<file path="src/rtl/pc_fetch_ctrl_if.sv">
// Fetch-stage control bundle: hazard/execute/trap
// requests in, fetch address and status out.
interface pc_fetch_ctrl_if #(
  parameter int unsigned XLEN = 32
);
  logic            StallF;
  logic            FlushF;
  logic            RedirectE;
  logic [XLEN-1:0] PCTargetE;
  logic            TrapReq;
  logic [XLEN-1:0] TrapVector;
  logic [XLEN-1:0] PCF;
  logic [XLEN-1:0] PCPlusF;
  logic            ValidF;
  logic            PendingF;
  logic            AlignErr;

  modport master (
    output StallF,
    output FlushF,
    output RedirectE,
    output PCTargetE,
    output TrapReq,
    output TrapVector,
    input  PCF,
    input  PCPlusF,
    input  ValidF,
    input  PendingF,
    input  AlignErr
  );

  modport slave (
    input  StallF,
    input  FlushF,
    input  RedirectE,
    input  PCTargetE,
    input  TrapReq,
    input  TrapVector,
    output PCF,
    output PCPlusF,
    output ValidF,
    output PendingF,
    output AlignErr
  );
endinterface

</file>
<file path="src/rtl/pc_fetch_ctrl.sv">
// Fetch PC with boot wait, stall/flush, redirect
// priority and a one-entry pending-redirect buffer.
module pc_fetch_ctrl #(
  parameter int unsigned     XLEN         = 32,
  parameter logic [XLEN-1:0] RESET_VECTOR = '0,
  parameter int unsigned     INSTR_BYTES  = 4,
  parameter int unsigned     BOOT_WAIT    = 2
) (
  input logic            CLK,
  input logic            RESET,
  pc_fetch_ctrl_if.slave bus
);

  localparam int unsigned CW = $clog2(BOOT_WAIT + 1);
  localparam logic [XLEN-1:0] LOWM =
    XLEN'(INSTR_BYTES - 1);
  localparam logic [XLEN-1:0] INC =
    XLEN'(INSTR_BYTES);
  localparam logic [CW-1:0] LAST =
    CW'(BOOT_WAIT - 1);

  typedef enum logic [1:0] {
    BOOT = 2'd0,
    RUN  = 2'd1,
    HOLD = 2'd2
  } state_e;

  state_e          state_q;
  logic [CW-1:0]   cnt_q;
  logic [XLEN-1:0] pc_q;
  logic [XLEN-1:0] tgt_q;
  logic            ptrap_q;
  logic            valid_q;
  logic            pend_q;
  logic            aerr_q;

  logic            req;
  logic [XLEN-1:0] tgt_raw;
  logic [XLEN-1:0] tgt_al;
  logic            tgt_mis;
  logic [XLEN-1:0] pc_plus;
  logic            ovr;

  always_comb begin
    req     = bus.TrapReq | bus.RedirectE;
    tgt_raw = bus.TrapReq ? bus.TrapVector
                          : bus.PCTargetE;
    tgt_al  = tgt_raw & ~LOWM;
    tgt_mis = |(tgt_raw & LOWM);
    pc_plus = pc_q + INC;
    // A buffered trap may only be replaced by a trap
    ovr     = bus.TrapReq |
              (bus.RedirectE & ~ptrap_q);
  end

  always_ff @(posedge CLK or negedge RESET) begin
    if (!RESET) begin
      state_q <= BOOT;
      cnt_q   <= '0;
      pc_q    <= RESET_VECTOR;
      tgt_q   <= '0;
      ptrap_q <= 1'b0;
      valid_q <= 1'b0;
      pend_q  <= 1'b0;
      aerr_q  <= 1'b0;
    end else begin
      aerr_q <= 1'b0;
      unique case (state_q)
        BOOT: begin
          cnt_q <= cnt_q + 1'b1;
          if (cnt_q == LAST) begin
            state_q <= RUN;
            valid_q <= 1'b1;
          end
        end
        RUN: begin
          if (!bus.StallF) begin
            pc_q    <= req ? tgt_al : pc_plus;
            valid_q <= ~bus.FlushF;
            aerr_q  <= req & tgt_mis;
          end else if (req) begin
            tgt_q   <= tgt_al;
            ptrap_q <= bus.TrapReq;
            pend_q  <= 1'b1;
            aerr_q  <= tgt_mis;
            state_q <= HOLD;
          end
        end
        HOLD: begin
          if (!bus.StallF) begin
            pc_q    <= req ? tgt_al : tgt_q;
            valid_q <= ~bus.FlushF;
            aerr_q  <= req & tgt_mis;
            pend_q  <= 1'b0;
            ptrap_q <= 1'b0;
            state_q <= RUN;
          end else if (ovr) begin
            tgt_q   <= tgt_al;
            ptrap_q <= bus.TrapReq;
            aerr_q  <= tgt_mis;
          end
        end
        default: begin
          state_q <= BOOT;
        end
      endcase
    end
  end

  assign bus.PCF      = pc_q;
  assign bus.PCPlusF  = pc_plus;
  assign bus.ValidF   = valid_q;
  assign bus.PendingF = pend_q;
  assign bus.AlignErr = aerr_q;

endmodule

</file>
<file path="src/flat_wrapper.sv">
// flat-port wrapper written by rule: the top's interface ports become plain ports
module pc_fetch_ctrl_flat 
#(
  parameter int unsigned     XLEN         = 32,
  parameter logic [XLEN-1:0] RESET_VECTOR = '0,
  parameter int unsigned     INSTR_BYTES  = 4,
  parameter int unsigned     BOOT_WAIT    = 2
)
  (CLK, RESET, bus_StallF, bus_FlushF, bus_RedirectE, bus_PCTargetE, bus_TrapReq, bus_TrapVector, bus_PCF, bus_PCPlusF, bus_ValidF, bus_PendingF, bus_AlignErr);
  pc_fetch_ctrl_if #(.XLEN(XLEN)) bus_i ();
  input logic CLK;
  input logic RESET;
  input wire logic [$bits(bus_i.StallF)-1:0] bus_StallF;
  input wire logic [$bits(bus_i.FlushF)-1:0] bus_FlushF;
  input wire logic [$bits(bus_i.RedirectE)-1:0] bus_RedirectE;
  input wire logic [$bits(bus_i.PCTargetE)-1:0] bus_PCTargetE;
  input wire logic [$bits(bus_i.TrapReq)-1:0] bus_TrapReq;
  input wire logic [$bits(bus_i.TrapVector)-1:0] bus_TrapVector;
  output wire logic [$bits(bus_i.PCF)-1:0] bus_PCF;
  output wire logic [$bits(bus_i.PCPlusF)-1:0] bus_PCPlusF;
  output wire logic [$bits(bus_i.ValidF)-1:0] bus_ValidF;
  output wire logic [$bits(bus_i.PendingF)-1:0] bus_PendingF;
  output wire logic [$bits(bus_i.AlignErr)-1:0] bus_AlignErr;
  assign bus_i.StallF = bus_StallF;
  assign bus_i.FlushF = bus_FlushF;
  assign bus_i.RedirectE = bus_RedirectE;
  assign bus_i.PCTargetE = bus_PCTargetE;
  assign bus_i.TrapReq = bus_TrapReq;
  assign bus_i.TrapVector = bus_TrapVector;
  assign bus_PCF = bus_i.PCF;
  assign bus_PCPlusF = bus_i.PCPlusF;
  assign bus_ValidF = bus_i.ValidF;
  assign bus_PendingF = bus_i.PendingF;
  assign bus_AlignErr = bus_i.AlignErr;
  pc_fetch_ctrl #(.XLEN(XLEN), .RESET_VECTOR(RESET_VECTOR), .INSTR_BYTES(INSTR_BYTES), .BOOT_WAIT(BOOT_WAIT)) u_core (.CLK(CLK), .RESET(RESET), .bus(bus_i));
endmodule
</file>
<file path="config.mk">
export PLATFORM = sky130hd
export DESIGN_NAME = pc_fetch_ctrl_flat
export DESIGN_NICKNAME = d
export VERILOG_FILES = /design/src/rtl/pc_fetch_ctrl_if.sv /design/src/rtl/pc_fetch_ctrl.sv /design/src/flat_wrapper.sv
export SDC_FILE = /design/constraint.sdc
export NUM_CORES = 1
export LEC_CHECK = 0
export CAP_MARGIN = 15
export CORE_ASPECT_RATIO = 0.8
export CORE_MARGIN = 4
export CORE_UTILIZATION = 35
export CTS_CLUSTER_SIZE = 12
export DETAILED_ROUTE_END_ITERATION = 10
export PLACE_DENSITY = 0.73
export SLEW_MARGIN = 30
export SYNTH_ARGS = -nofsm -noshare
export SYNTH_HDL_FRONTEND = slang
export SYNTH_SLANG_ARGS = --single-unit
</file>
<file path="constraint.sdc">
create_clock -name CLK -period 5.45 [get_ports CLK]
set_clock_uncertainty 0.15 [all_clocks]
set_input_delay 1.3625 -clock CLK [delete_from_list [all_inputs] [get_ports CLK]]
set_output_delay 1.3625 -clock CLK [all_outputs]
set_load 0.03 [all_outputs]
</file>
clk_routes.png
(3 px per um)
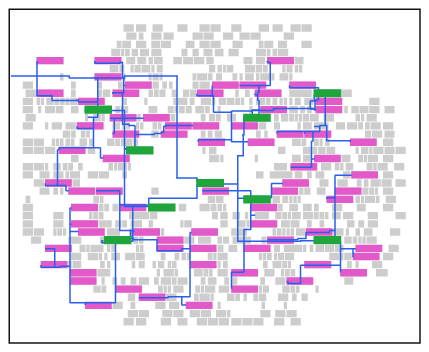
green -> clock drivers  # count 9
magenta -> flip-flops  # count 72
blue -> clock wires  # length 1080 um
routed clock nets = 10
Late-Pin Clk Latency: 330 ps
power consumed by the clock network: 547 uW
Clk pwr share: 15.6%

wires.png
(2 px per um)
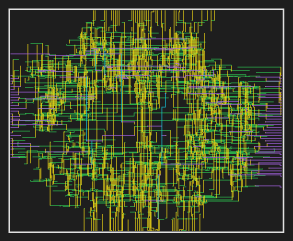
green -> metal 1  # wire length 6660 um
cyan -> metal 4  # wire length 160 um
purple -> metal 3  # wire length 1210 um
yellow -> metal 2  # wire length 6950 um

logic_types.png
(2 px per um)
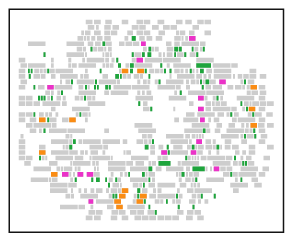
orange -> multiplexers  # cells 15, most used mux2i_1
magenta -> AND-OR and OR-AND gates  # cells 16, most used o22a_1
green -> NAND gates  # cells 112, most used nand2_1, where all over the die

[critical path, stage by stage, from the launching register on]
cell	delay, ps
dfrtp_1	470
ha_1	300
nand3_4	130
nor4_4	690
nand4_4	210
nor2_1	160
xor2_1	200
clkdlybuf4s50_1	720
[metal layers]
metal  track usage [%]  share of wire, %  vias to the layer above  wire length [um]
met5                 0                 0                        -                 0
met4              5.44               1.1                        0               160
met3              5.76               8.1                       19              1210
met2              31.8                46                      192              6950
met1              27.2                44                     2218              6660
li1                  -                 -                     2223                 -
[per-stage QoR]
| stage | power, uW | worst slack, ps | std cells | utilization [%] |
|---|---|---|---|---|
| floorplan | 2190 | 1510 | 552 | - |
| global placement | 2910 | 1210 | 831 | 47.5 |
| detailed placement | 2970 | 1100 | 831 | 47.5 |
| CTS | 3530 | 710 | 846 | 49.6 |
| global route | 3740 | 524 | 846 | 49.6 |
| finish | 3510 | 727 | 846 | 49.6 |
[kinds of logic (layout without fill, tap and decap cells)]
| logic type | after synthesis | in the layout | share of synthesized area, % |
|---|---|---|---|
| DFF | 72 | 72 | 39.0 |
| and+or+nand+nor | 180 | 180 | 19.0 |
| muxes | 15 | 15 | 3.25 |
| xor gates and xnor gates | 29 | 29 | 5.50 |
| buffers and inverters | 56 | 175 | 4.74 |
| AOI/OAI and AO/OA | 194 | 194 | 26.8 |
| adders and majority gates | 6 | 6 | 1.63 |
[final cells by class]
type	count	area, um2	share of cell area (%)
repair buffers	145	1430	22.3
inverters	15	56.3	0.882
multi-input cells	424	2620	41.0
clock buffers	15	268	4.19
well taps	175	219	3.43
flip-flops and latches	72	1800	28.2
[power by group through the flow]
stage	sequential (uW)	clock, uW	combinational, uW
after floorplan	1220	0	963
after global placement	1030	0	1880
after detailed placement	1050	0	1920
after CTS	1050	558	1930
after global routing	1090	581	2060
final	1050	547	1910
==> flow_summary.toml <==
# yosys + openroad results
[global_route]
grt_pass1_vias = 4653
groute.usage.overall_pct = 20.2
grt_pass1_wl_um = 24300
grt_max_degree = 73

[sta]
finalCriticalPeriod_ps = 4720
maxSlewHeadroom_pct = 38.8
final.period_utilization_pct = 86.7
holdWs_ps = 333
fin_setup_tns_ps = 0
grt_setup_unrepaired = "false"
fmax_ghz = 0.212
finalHoldViolCount = 0
worst_slew_pin_slew_ps = 918
setup_viol = 0

[power]
p_sw_share_pct = 46.0
p_seq_share_pct = 30.0
power.share.combinational_pct = 54.4
intPower_uw = 1890
max-vdd-ir-drop_mv = 0.183

[logic_synthesis]
yosysWarningCount = 0
yosysTopAreaCell = "dfrtp_1"
top_area_share_pct = 39.0
ys_seq_share_pct = 39.0
synth_cells = 552
syn_area_per_cell_um2 = 8.36
synthArstFlopShare_pct = 100
synthesis.area_um2 = 4620
ys_area_um2 = 4620
ys.flop_type = "dfrtp_1"
common_cells = "nand2_1 (84), o21ai_0 (74), dfrtp_1 (72), clkbuf_1 (33), nor2_1 (32)"
yosys_register_bits = 72
ys_cells = 552
synth.most_common_cell = "nand2_1"
area_leaders = "dfrtp_1 (39%), o21ai_0 (8.0%), nand2_1 (6.8%)"

[finish]
num_antenna_cells = 0
drive_above_1_share_pct = 5.22
num-fill-cells = 1212
fin_nets = 743
mostFrequentLayoutCells = "clkdlybuf4s50_1 (134), nand2_1 (84), o21ai_0 (74)"
stdcell_area_um2 = 6390
mostFrequentLayoutCell = "clkdlybuf4s50_1"
area_delta_synth_final_pct = 38.4

[setup_path]
required_ps = 3940
endpoint = "bus_PCPlusF[20]"
end_kind = "output pin"
crit_path_start_kind = "flop"
critPathKind = "flop to output pin"
ff2ff_setup_slack_ps = 2540
arrival_ps = 3210
r2r_start = "u_core.state_q[0]$_DFFE_PN0P_"

[hold_path]
min_path_type = "flop to flop"
worstHoldStart = "u_core.cnt_q[0]$_DFFE_PN0N_"
hold_end = "u_core.cnt_q[0]$_DFFE_PN0N_"
min_path_cells = 1

[placed_design]
place_area_um2 = 6110
hpwlAfterDp_um = 10700
io_buffers = 136

[clocking]
cts_setup_buffers = 0
tritoncts = "yes"
root_buffer = "clkbuf_16"
path_clk_slew_ps = 60
ctsResizeCount = 0
cts_buffers = 9
htreeDepth = 3
cts_hold_buf = 0
cts.path.max_buffers = 2
clock_sinks = 72

[routing]
initialDrtViolationCount = 426
drt-vias-per-instance = 5.50
ant_nets = 0
drt_pass1_iterations = 5
post-route-drc-count = 0
postRouteWirelength_um = 15000
via_count = 4652

[outcome]
outcome = "completed"

[floorplan]
rows = 37
io_pins = 137
die-width_um = 136
die_area_um2 = 15100
coreArea_um2 = 12900

[run]
drv_cap = 0
warnings = 29
Power figures rest on the tool's default switching activity, not on a simulated workload.
